io_fan.png
Bar = 20 µm.
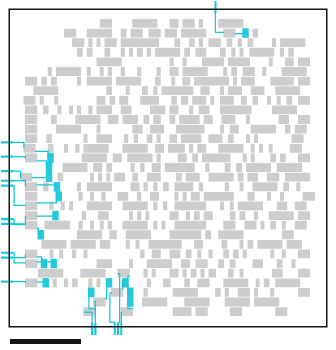
congestion.png
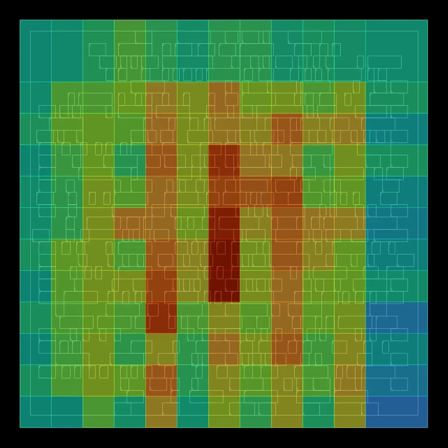
flops_by_reg.png
Other sequential cells in the stronger gray, the rest of the logic in the fainter gray.
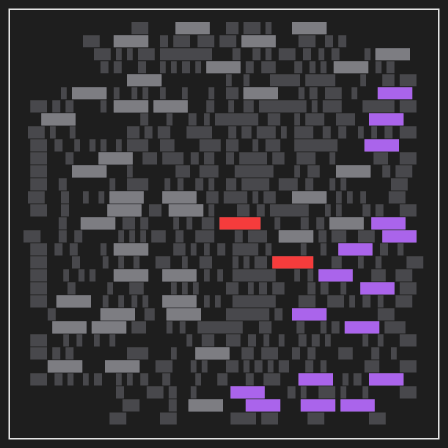
layer_met2.png
Cells faint in the background.
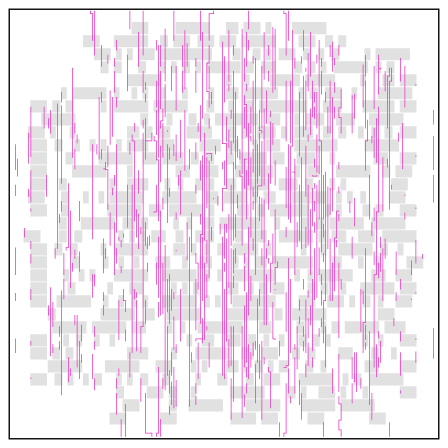
layer_met1.png
Supply wires on this layer in gray. Cells faint in the background.
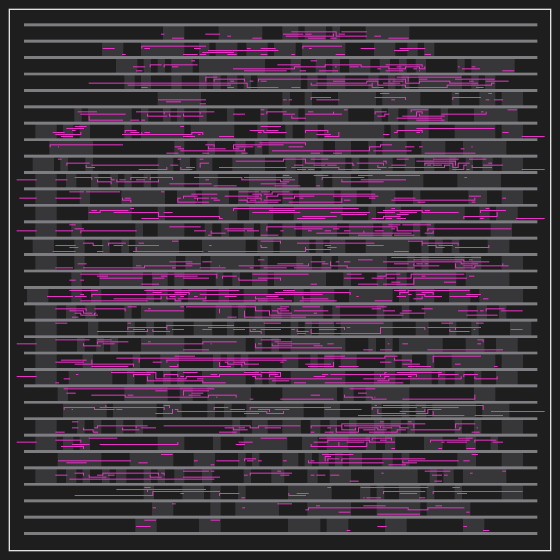
--- src/rtl/nibble_serial_subtractor_pkg.sv ---
// Shared definitions for the nibble-serial subtractor: FSM encoding and slice widths.
package nibble_serial_subtractor_pkg;

  // Width of one arithmetic slice and of its raw difference (borrow in bit 4).
  localparam int unsigned NIBBLE_W = 4;
  localparam int unsigned SLICE_W  = 5;

  typedef enum logic [1:0] {
    IDLE = 2'd0,
    RUN  = 2'd1,
    DONE = 2'd2
  } state_t;

endpackage

--- src/rtl/nibble_sub_slice.sv ---
// Combinational 4-bit borrow-ripple subtract slice: {bo, d} = a - b - bi.
module nibble_sub_slice
  import nibble_serial_subtractor_pkg::*;
(
  input  logic [NIBBLE_W-1:0] a,
  input  logic [NIBBLE_W-1:0] b,
  input  logic                bi,
  output logic [NIBBLE_W-1:0] d,
  output logic                bo
);

  logic [SLICE_W-1:0] diff;

  // Zero-extended subtraction; a negative result wraps and sets the top bit as borrow.
  always_comb begin
    diff = {1'b0, a} - {1'b0, b} - {{(SLICE_W-1){1'b0}}, bi};
    d    = diff[NIBBLE_W-1:0];
    bo   = diff[SLICE_W-1];
  end

endmodule

--- src/rtl/nibble_serial_subtractor.sv ---
// Multi-cycle subtractor D = A - B - Bin, one nibble per clock, LSB nibble first.
// A single nibble_sub_slice is reused; the borrow rides between cycles in a register.
// Optional Z/N result flags are built when SUB_FLAGS_EN is defined.
module nibble_serial_subtractor
  import nibble_serial_subtractor_pkg::*;
#(
  parameter int unsigned NIBBLES = 4
) (
  input  logic                        clk,
  input  logic                        rst,
  input  logic                        start,
  input  logic [NIBBLE_W*NIBBLES-1:0] A,
  input  logic [NIBBLE_W*NIBBLES-1:0] B,
  input  logic                        Bin,
  output logic                        busy,
  output logic                        done,
  output logic [NIBBLE_W*NIBBLES-1:0] D,
  output logic                        Bout,
`ifdef SUB_FLAGS_EN
  output logic                        Z,
  output logic                        N,
`endif
  output logic                        ovf
);

  localparam int unsigned WIDTH = NIBBLE_W * NIBBLES;
  localparam int unsigned IDX_W = (NIBBLES > 1) ? $clog2(NIBBLES) : 1;

  state_t             state_q, state_d;
  logic [IDX_W-1:0]   idx_q, idx_d;
  logic [WIDTH-1:0]   a_q, a_d;
  logic [WIDTH-1:0]   b_q, b_d;
  logic [WIDTH-1:0]   d_q, d_d;
  logic               borrow_q, borrow_d;
  logic               bout_q, bout_d;
  logic               ovf_q, ovf_d;
`ifdef SUB_FLAGS_EN
  logic               z_q, z_d;
  logic               n_q, n_d;
`endif

  logic [NIBBLE_W-1:0] a_nib;
  logic [NIBBLE_W-1:0] b_nib;
  logic [NIBBLE_W-1:0] slice_d;
  logic                slice_bo;
  logic                last_nib;

  // Select the operand nibbles addressed by the index with constant part-selects.
  always_comb begin
    a_nib = '0;
    b_nib = '0;
    for (int i = 0; i < NIBBLES; i++) begin
      if (idx_q == IDX_W'(i)) begin
        a_nib = a_q[i*NIBBLE_W +: NIBBLE_W];
        b_nib = b_q[i*NIBBLE_W +: NIBBLE_W];
      end
    end
  end

  assign last_nib = (idx_q == IDX_W'(NIBBLES - 1));

  nibble_sub_slice u_slice (
    .a  (a_nib),
    .b  (b_nib),
    .bi (borrow_q),
    .d  (slice_d),
    .bo (slice_bo)
  );

  // Next-state logic: capture on start, process one nibble per RUN cycle, then pulse DONE.
  always_comb begin
    state_d  = state_q;
    idx_d    = idx_q;
    a_d      = a_q;
    b_d      = b_q;
    d_d      = d_q;
    borrow_d = borrow_q;
    bout_d   = bout_q;
    ovf_d    = ovf_q;
`ifdef SUB_FLAGS_EN
    z_d      = z_q;
    n_d      = n_q;
`endif
    unique case (state_q)
      IDLE: begin
        if (start) begin
          a_d      = A;
          b_d      = B;
          borrow_d = Bin;
          idx_d    = '0;
          state_d  = RUN;
        end
      end
      RUN: begin
        for (int i = 0; i < NIBBLES; i++) begin
          if (idx_q == IDX_W'(i)) begin
            d_d[i*NIBBLE_W +: NIBBLE_W] = slice_d;
          end
        end
        borrow_d = slice_bo;
        idx_d    = idx_q + IDX_W'(1);
        if (last_nib) begin
          bout_d  = slice_bo;
          // Signed overflow: operands of opposite sign and the result sign differs from A.
          ovf_d   = (a_q[WIDTH-1] != b_q[WIDTH-1]) && (slice_d[NIBBLE_W-1] != a_q[WIDTH-1]);
`ifdef SUB_FLAGS_EN
          z_d     = (d_d == '0);
          n_d     = slice_d[NIBBLE_W-1];
`endif
          idx_d   = '0;
          state_d = DONE;
        end
      end
      DONE: begin
        state_d = IDLE;
      end
      default: begin
        state_d = IDLE;
      end
    endcase
  end

  // State and datapath registers with synchronous active-high reset.
  always_ff @(posedge clk) begin
    if (rst) begin
      state_q  <= IDLE;
      idx_q    <= '0;
      a_q      <= '0;
      b_q      <= '0;
      d_q      <= '0;
      borrow_q <= 1'b0;
      bout_q   <= 1'b0;
      ovf_q    <= 1'b0;
`ifdef SUB_FLAGS_EN
      z_q      <= 1'b0;
      n_q      <= 1'b0;
`endif
    end else begin
      state_q  <= state_d;
      idx_q    <= idx_d;
      a_q      <= a_d;
      b_q      <= b_d;
      d_q      <= d_d;
      borrow_q <= borrow_d;
      bout_q   <= bout_d;
      ovf_q    <= ovf_d;
`ifdef SUB_FLAGS_EN
      z_q      <= z_d;
      n_q      <= n_d;
`endif
    end
  end

  assign busy = (state_q == RUN);
  assign done = (state_q == DONE);
  assign D    = d_q;
  assign Bout = bout_q;
  assign ovf  = ovf_q;
`ifdef SUB_FLAGS_EN
  assign Z    = z_q;
  assign N    = n_q;
`endif

endmodule

--- config.mk ---
export PLATFORM = sky130hd
export DESIGN_NAME = nibble_serial_subtractor
export DESIGN_NICKNAME = d
export VERILOG_FILES = /design/src/rtl/nibble_serial_subtractor_pkg.sv /design/src/rtl/nibble_sub_slice.sv /design/src/rtl/nibble_serial_subtractor.sv
export SDC_FILE = /design/constraint.sdc
export NUM_CORES = 1
export LEC_CHECK = 0
export ABC_AREA = 1
export CAP_MARGIN = 20
export CELL_PAD_IN_SITES_DETAIL_PLACEMENT = 1
export CELL_PAD_IN_SITES_GLOBAL_PLACEMENT = 1
export CORE_MARGIN = 2
export CORE_UTILIZATION = 34
export CTS_BUF_LIST = sky130_fd_sc_hd__clkbuf_4
export CTS_CLUSTER_DIAMETER = 120
export DETAILED_ROUTE_END_ITERATION = 7
export GPL_TIMING_DRIVEN = 0
export PLACE_DENSITY_LB_ADDON = 0.1
export RECOVER_POWER = 50
export SYNTH_ARGS = -nofsm -noshare
export SYNTH_HDL_FRONTEND = slang
export SYNTH_SLANG_ARGS = --single-unit
--- constraint.sdc ---
create_clock -name clk -period 2.65 [get_ports clk]
set_clock_uncertainty 0.2 [all_clocks]
set_input_delay 0.3975 -clock clk [delete_from_list [all_inputs] [get_ports clk]]
set_output_delay 0.3975 -clock clk [all_outputs]
set_load 0.02 [all_outputs]
==> notes.md <==
Implementation run completed; key figures follow.

Setup path:
- The run gives the type of element launching the critical path as a register.
- The run gives the cell depth of the worst setup path as 15.
- The run puts the required time of the worst setup path at 2.79 ns.
- On the critical path the data arrives at 3.00 ns.
- The script reports the combined buffer and inverter count of the critical path as 4.
- The run gives the cell type group with the largest total delay on the critical path as adder cells.
- In this run the critical register-to-register path is launched from idx_q[1]$_SDFFE_PP0P_.
- The run puts the longest individual stage delay on the worst path at 0.40 ns.
- Per the STA report, the cell with the highest stage delay on the worst path is sky130_fd_sc_hd__dfxtp_4.
- The capture point of the critical path was reported as D[2]$_SDFFE_PP0P_.
- The run gives the setup slack of the most critical reg-to-reg path as -0.20 ns.
- The run gives the source of the critical timing path as idx_q[1]$_SDFFE_PP0P_.
- STA lists the endpoint of the worst register-to-register path as D[2]$_SDFFE_PP0P_.

Route:
- The run gives the sum of met2 wire segment lengths after detailed routing as 3610 µm.
- The run gives the amount of wire on met3 after detailed routing as 225 µm.
- The count of nets left with antenna violations once routing finished came out at 0.
- The run gives the number of design-rule violations left by the first detailed-router iteration as 41.
- The run puts the routed metal-1 wirelength at 3290 µm.
- The run gives the DRC violation count after routing as 0.
- The run puts the detailed-route vias per instance at 4.77.

Final timing:
- The run puts the max-slew violation count at 0.
- The run puts the post-route minimum period at 2.85 ns.
- The run gives the final hold violation count as 0.
- Setup repair after global routing could not meet its margin everywhere.
- The run puts the final sum of negative setup slack at -1.39 ns.
- The run gives the final worst setup slack as -0.204 ns.
- The run gives the setup violation total in the final timing report as 12.
- The run gives the final period utilization as 108%.

Power and ir drop:
- The run puts the relative contribution of combinational cells to total power at 35.2%.
- The flow reports power dissipated in combinational cells as 0.000764 W.
- The run puts the power of the clock network at 0.000481 W.
- The run gives the fraction of power spent switching nets as 33.9%.
- The run puts the worst vdd rail ir drop at 0.219 mV.
- The run gives the sequential fraction of design power as 42.6%.
- The run gives the leakage power summed over all cells as 1.45 nW.
- The run gives the total power divided by cell area as 593 nW/µm².

Cells and area:
- The run gives the number of ordinary inverters in the final layout as 32.
- The run puts the area used by multi-input combinational logic at 1440 µm².
- The run puts the net count reported at finish at 451.
- Counting the clock-network buffers in the layout gives 5.
- The run gives the fraction of area in multi-input gates as 39.3%.
- The run puts the non-clock buffer area fraction after layout at 21.1%.
- Leaving out fill and tap cells, the most frequent cell in the layout is sky130_fd_sc_hd__nor2_1.
- Counting plain and timing-repair buffers in the layout gives 86.
- In the final layout, clock buffers and inverters account for 2.23% of the cell area.
- In the layout the tool counted multi-input logic cells amounting to 225.
- The run puts the filler cell count in the final layout at 899.
- The number of sequential cells reported for the layout is 55.

Synth:
- The run puts the share of the synthesized area in the top cell type at 44.3%.
- The run gives the number of nets at floorplan as 374.
- After Yosys synthesis, XOR and XNOR cells account for 0.705% of the synthesized area.
- The run puts the synthesized cell area at 2480 µm².
- Ranked by total cell area, the synthesized netlist is headed by sky130_fd_sc_hd__dfxtp_1 (44%), sky130_fd_sc_hd__nor2_1 (11%), sky130_fd_sc_hd__o21ai_1 (7.5%), sky130_fd_sc_hd__a21oi_1 (5.6%), sky130_fd_sc_hd__nand2_1 (4.1%).
- By count the netlist is led by sky130_fd_sc_hd__nor2_1 (70), sky130_fd_sc_hd__dfxtp_1 (55), sky130_fd_sc_hd__o21ai_1 (37), sky130_fd_sc_hd__a21oi_1 (28), sky130_fd_sc_hd__nand2_1 (27).
- The run gives the post-synthesis share of cell area spent on full adders, half adders and majority gates as 5.64%.
- The run gives the register share after synthesis as 44.3%.
- Sorting the synthesis cell report by count puts at the top sky130_fd_sc_hd__nor2_1.

GRT:
- Entering global routing, the biggest net connects 18 pins.
- The run puts the global-route wire length before repair at 11100 µm.
- The run gives the aggregate global-route resource usage as 18.2%.
- Summed over all layers, the global routing overflow is 0.
- The run puts the initial antenna violation count at 0.

Worst hold path:
- The worst hold path belongs to the class reg -> reg.
- Looking at hold timing, the worst path starts from D[0]$_SDFFE_PP0P_.
- The endpoint of the worst hold path is reported as D[0]$_SDFFE_PP0P_.
- The run puts the count of cells along the worst hold path at 2.

Job:
- The run puts the total of max-cap violations at 0.

Clock network:
- The report puts the hold buffer count at CTS at 0.
- The run gives the number of sinks driven by the clock tree as 55.
- The run puts the latest clock arrival within the worst-skew pair at 0.39 ns.
- The run gives the root buffer selected by CTS as sky130_fd_sc_hd__clkbuf_4.
- The run gives the maximum clock path buffer count as 2.
- TritonCTS built the clock tree.
- The H-tree was split into 2 levels.

Place:
- Summing all placed instances gives a cell area of 3170 µm².
- The run gives the final estimated routing congestion in global placement as 0.752.
- The run puts the post-placement setup slack at -0.527 ns.

Die:
- The run gives the y dimension of the die as 89.5 µm.
- The run puts the floorplan core area at 7180 µm².
- The run puts the area of the chip at 8010 µm².
- The run puts the share of the core filled by cells before placement at 34.6%.
- The run gives the number of tap cells added at floorplan as 99.
- In this run the core area contains 31 standard-cell rows.

Status:
- The run finished, with violations left.
- The checks that failed: negative setup slack.
-- io_fan.png (at the start) --
legend:
  cyan:
    port: B
    bits: 16
    direction: input
    edge: 10 left, 5 bottom, 1 top
    end_cells: 16
    buffers: 16
    wire: 175 µm
quantity of I/O buffers inserted on ports: 55
io pins: 56

-- congestion.png (at the start) --
global routing met3 resource utilization: 3.42%
most utilized layer in the global route result: met2

-- flops_by_reg.png (at the start) --
legend:
  purple:
    netlist_name: D
    placed_flops: 16
  red:
    netlist_name: idx_q
    placed_flops: 2
seq pwr: 0.000923 W
Sequential Area: 1110 µm²
Final Util: 50.9%
sequential share of cell area: 30.3%

-- layer_met2.png (at the start) --
share of all routed wire: 50%
wire length on this layer: 3610 µm
longest straight run: 45.2 µm
main direction: vertical
total wire length: 7200 µm
Via Count: 2410
Global Route met2 Usage: 31.9%

-- layer_met1.png (at the start) --
longest straight run: 44.4 µm
nets with wire on the layer: 409
share of all routed wire: 46%
wire length on this layer: 3290 µm
met1 track demand over resource in global routing: 23.2%

Power and IR drop assume default switching activity.
